Design alpha_mean_ctrl, sky130hd; sources not shown.
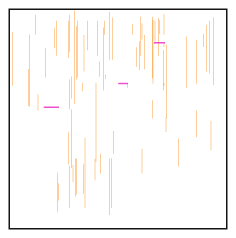
*Routed metal, one color a layer, run 1*
Scale: 1 px per µm. Only two layers are drawn.
Key: metal 4 = orange [wire length 2430 µm]; metal 5 = magenta [wire length 31.3 µm]
Wirelength per Cell: 21.0 µm
routed wire length: 69.5 mm
Total Routing Usage GR: 0.280
DR vias: 18012

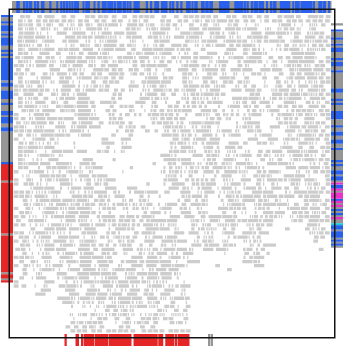
*Ports around the boundary, run 1*
Scale: 1.5 px per µm. Pins as bars across the die edge, other pins in gray.
Key: `out_pixel` = magenta [pins 8, direction output, edge right]; `out_valid` = cyan [pins 1, direction output, edge right]; `sort_data` = blue [pins 200, direction output, edge 121 top, 41 right, 38 left]; `sequence_sorted` = red [pins 125, direction input, edge 71 bottom, 54 left]
All pins by edge: 231 top, 131 left, 108 right, 73 bottom.
die height: 218 µm
Die X: 216 µm
number of buffers added on ports: 542

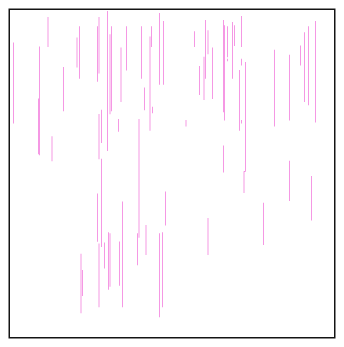
*Met4 routing, run 1*
Scale: 1.5 px per µm.
The layer carries 2430 µm of wire. 52 nets have wire on it. The longest straight run is 93.2 µm.

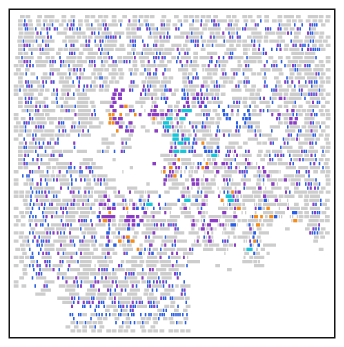
*Gate families picked out, run 1*
Scale: 1.5 px per µm.
Key: AND and OR gates = orange [cells 34, most used and3_1]; adder and majority cells = cyan [cells 17, most used ha_1, where center]; inverting AOI/OAI gates = purple [cells 503, most used a21oi_1, where all over the die]; NAND gates = blue [cells 777, most used nand2_1, where all over the die]
logic share of the area: 0.368
Post-Layout Cell Count: 3307

==> notes.md, run 1 <==
yosys + openroad results -> GR peak layer=met2, yosys simple share=0.216, area grow syn2layout=39.1%, share of cells above drive strength 1=0.0492, buffer and inverter count on the worst path=2, antenna-violating nets left=0, crit-path leading delay family=AND-OR/OR-AND gates, Hold Path Class=register to register, ys flops=396, Mapped Cells=2236, M3 GR Usage=0.0729, RSZ-0062 raised after global routing=no, Critical Path Sink Type=register, Slew @ Worst Pin=1.14 ns, post-CTS sizing=0, Final min period=6.23 ns, DRT Pass-1 Iters=6, max reg flops=200, hold path depth=2, met3 wire len=6.18 mm, Post-Synth Adder-Cell Area=0.0123, Comb pwr share=0.205, crit path kind=register to register, multi-input logic area=9140 µm², RD Place Congestion=0.910, registers=396, H-tree levels=2, met2 wire len=32.5 mm, asr flop ratio synth=0, Register Area=7930 µm², P_leak=8.38 nW, Slowest cell on crit path=a2111oi_0, pwr/cell area=233 nW/µm², Synth Seq Share=0.444, met1 GRT Util=0.356, DR vias/cell=5.45, max-slew violations=0, CTS tree=done, Max-Cap Viols=0, total die area=47100 µm², initial antenna violation count=10, clock buffer count=64, # rows=78, core area=44900 µm², CTS Buf Count=42, Chip Area, Yosys=17900 µm², max layer used=met5, Clock power frac=0.368, Post-Synth AOI/OAI Area=0.165, cell count in the Yosys report=2236, Setup-failing EPs final=0, bufs w/o clock=563, Commonest Layout Cell=nand2_1, MUX share of area=0.0997, OpenROAD warnings=38, Yosys Warn Count=0, Post-Syn Area=17900 µm², Worst-path clk slew=0.06 ns, fp_density=0.398, IO Pins=543, status=finished clean, Netlist cell types=67, XOR Share, Synth=0.0142, Late-Pin Clk Latency=0.57 ns, net switching power=1.71 mW, crit-path max FO=26, Antenna Cells=6, DP HPWL=52.5 mm, most frequent cells in the layout=nand2_1, clkdlybuf4s50_1, dfxtp_1, a21oi_1, mux2i_1, Inverters=19, total grt overflow=0, Slew headroom=0.237, cts hold-fix bufs=0, global-route wire length before repair=102 mm, NonClk Buf Share=0.225, wl on met1=28.3 mm, crit start category=register, Fillers=4102, Pint=4.08 mW, Net Sw Frac=0.295, Setup Fix Bufs, Post-CTS=0, clock-cell share of area=0.0544, number of tapcells=600, Final Skew=0.0250 ns, GR Util met2=0.454, FF-to-FF setup slack=1.07 ns, Fin Setup TNS=0 ns, syn avg cell area=7.99 µm², peak supply drop=0.000166 V, number of enable flip-flop cells=0, Root Driver=clkbuf_16, CTS Sinks=396, R2R cell count=19, vias in the first global route=17006
-- run 1: metrics by stage --
stage | worst slack, ns | power [mW] | utilization | cells | area (µm²)
after floorplan | 2.92 | 3.02 | - | 2236 | 17900
after CTS | 1.12 | 5.81 | 0.553 | 3301 | 24800
after global routing | 0.430 | 5.99 | 0.554 | 3306 | 24900
final | 1.07 | 5.79 | 0.554 | 3307 | 24900
after global placement | 1.48 | 3.68 | 0.523 | 3229 | 23500
after detailed placement | 1.19 | 3.69 | 0.523 | 3229 | 23500
-- run 1: synthesized netlist by cell type (all sizes together) (6+ instances only) --
master   count  area, µm²
nor4         6       52.6
and3        11       68.8
o21ai       20        100
nand4       14       87.6
o32ai        7       61.3
clkbuf     132        497
a31oi       12       75.1
nand3b      10       75.1
nor3        18       90.1
nand2      707       2650
xnor2       15        131
mux2i      123       1230
buf         38        307
inv         19       71.3
nor2b       13       81.3
mux4        22        495
nand2b       7       43.8
a211oi      27        208
a21o         6       45.0
dfxtp      396       7930
a2111oi     11       97.6
xor2        14        123
a21oi      383       1920
a22oi       15        113
nand3       39        195
nor2        82        308
o211ai       6       45.0
ha          16        200
-- run 1: power by group through the flow --
| stage | Clock [mW] | Sequential [mW] | Combinational, mW |
|---|---|---|---|
| finish | 2.13 | 2.47 | 1.19 |
| CTS | 2.16 | 2.47 | 1.18 |
| floorplan | 0 | 2.59 | 0.424 |
| detailed placement | 0 | 2.51 | 1.18 |
| global placement | 0 | 2.52 | 1.16 |
| global route | 2.25 | 2.48 | 1.26 |
-- run 1: worst reg2reg max path, delay by kind of cell, from the launching register on --
kind	cells	cell delay, ns
flip-flops	1	0.79
buffers and inverters	2	0.91
multiplexers	1	0.15
AND-OR/OR-AND	13	3.38
adder cells (fa/ha/maj)	1	0.50
AND/OR/NAND/NOR	2	0.44
## Run 2: what changed since run 1
Settings changed: PLACE_DENSITY 0.7 to 0.78.
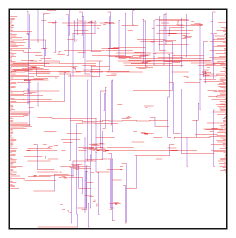
*Routed metal, one color a layer, run 2*
Scale: 1 px per µm. Only two layers are drawn.
Key: metal 4 = purple [wire length 3210 µm]; metal 3 = red [wire length 5660 µm]
Total Routing Usage GR: 0.268
routed wire length: 66.5 mm
DR vias: 18136
Wirelength per Cell: 20.1 µm

==> notes.md, run 2 <==
yosys + openroad results -> NonClk Buf Share=0.223, Die X=216 µm, fp_density=0.398, total power=6.01 mW, OpenROAD warnings=44, max-slew violations=0, Register Area=7930 µm², Root Driver=clkbuf_16, peak supply drop=0.000168 V, share of cells above drive strength 1=0.0529, antenna-violating nets left=0, Worst-path clk slew=0.06 ns, number of tapcells=600, crit-path max FO=33, Netlist cell types=67, RSZ-0062 raised after global routing=no, cell accounting for the most synthesized area=dfxtp_1, Inverters=19, number of buffers added on ports=542, DRT Pass-1 Iters=6, GR Util met2=0.430, crit start category=register, Post-Syn Area=17900 µm², Setup Fix Bufs, Post-CTS=0, multi-input logic area=9150 µm², Fin Setup TNS=0 ns, Yosys Warn Count=0, Setup WS pre-CTS=0.831 ns, DR vias/cell=5.49, Slew headroom=0.225, top cells by count, synth=nand2_1, dfxtp_1, a21oi_1, CTS Buf Count=44, GR peak layer=met2, Synth Seq Share=0.444, P_leak=8.47 nW, total die area=47100 µm², Late-Pin Clk Latency=0.59 ns, Slew @ Worst Pin=1.16 ns, total grt overflow=0, vias in the first global route=17003, status=finished clean, Worst EP required=7.76 ns, global-route wire length before repair=98.6 mm, # rows=78, syn avg cell area=7.99 µm², met1 GRT Util=0.342, Final Skew=0.0237 ns, CTS tree=done, ys flops=396, most frequent cells in the layout=nand2_1, clkdlybuf4s50_1, dfxtp_1, a21oi_1, mux2i_1, clock buffer count=61, asr flop ratio synth=0, biggest area cells=dfxtp_1, nand2_1, a21oi_1, mux2i_1, mux4_2, clock-cell share of area=0.0623, initial antenna violation count=1, die height=218 µm, crit path kind=register to register, bufs w/o clock=559, R2R cell count=17, post-CTS sizing=0, Slowest cell on crit path=dfxtp_1, NumNets Final=3018, crit-path leading delay family=AND-OR/OR-AND gates, dominant cell by count in the synthesized netlist=nand2_1, Final Util=0.558, RD Place Congestion=0.894, Hold Path Class=register to register, final worst slack=0.647 ns, IO Pins=543, cts hold-fix bufs=0, Mapped Cells=2236, cell count in the Yosys report=2236, Setup-failing EPs final=0, buffer and inverter count on the worst path=0, hold path depth=2, CTS Sinks=396, DP HPWL=49.0 mm
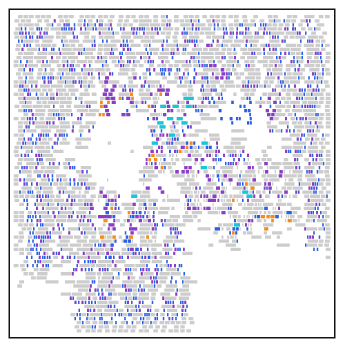
*Gate families picked out, run 2*
Scale: 1.5 px per µm.
Key: adder and majority cells = cyan [cells 17, most used ha_1]; inverting AOI/OAI gates = purple [cells 503, most used a21oi_1, where all over the die]; AND and OR gates = orange [cells 34, most used and3_1]; NAND gates = blue [cells 777, most used nand2_1, where all over the die]
logic share of the area: 0.365
Post-Layout Cell Count: 3306
Commonest Layout Cell: nand2_1

-- run 2: cell count changes in the layout (fill, tap and decap cells not counted), moves of 2 or more --
| cell | delta |
|---|---|
| buf_4 | -4 |
| diode_2 | -4 |
| clkbuf_1 | -6 |
| clkbuf_8 | +2 |
| bufinv_16 | +4 |
| clkinv_2 | +3 |
-- run 2: logic make-up after synthesis --
family                   after synthesis  share of synthesized area
buffers and inverters                189                     0.0489
AND/OR/NAND/NOR                      935                      0.216
AND-OR/OR-AND                        520                      0.165
XOR/XNOR                              29                     0.0142
flip-flops                           396                      0.444
adder cells (fa/ha/maj)               17                     0.0123
multiplexers                         150                     0.0997
-- run 2: report_power, final --
group	internal (mW)	switching (mW)	leakage (nW)	total, mW
Combinational	0.533	0.644	4.48	1.18
Sequential	2.30	0.161	3.22	2.46
Clock	1.45	0.929	0.772	2.38
Total	4.28	1.73	8.47	6.01
-- run 2: per-stage QoR --
stage,instances,cell area [µm²]
6_report,3306,25000
5_1_grt,3305,25000
4_1_cts,3304,25000
3_5_place_dp,3225,23500
3_3_place_gp,3225,23500
2_1_floorplan,2236,17900
-- run 2: metal layers --
metal,wire length (µm),part of all wire
met1,27000,0.41
met5,0,0
met3,5660,0.085
met2,30700,0.46
met4,3210,0.048
-- run 2: worst reg2reg max path, cell delays in order (launching register included) --
cell	delay [ns]
dfxtp_1	1.09
mux4_2	0.39
o22ai_1	0.08
a311o_1	0.41
a21oi_4	0.83
a21oi_2	0.44
and3_1	0.31
a2111oi_0	0.89
a31oi_1	0.18
fa_1	0.50
a21o_1	0.18
a21o_1	0.19
a21o_1	0.18
a21oi_1	0.22
o21bai_1	0.09
a21oi_1	0.33
or4_1	0.17
a21oi_1	0.06
Power is estimated from default activity; no workload was simulated.
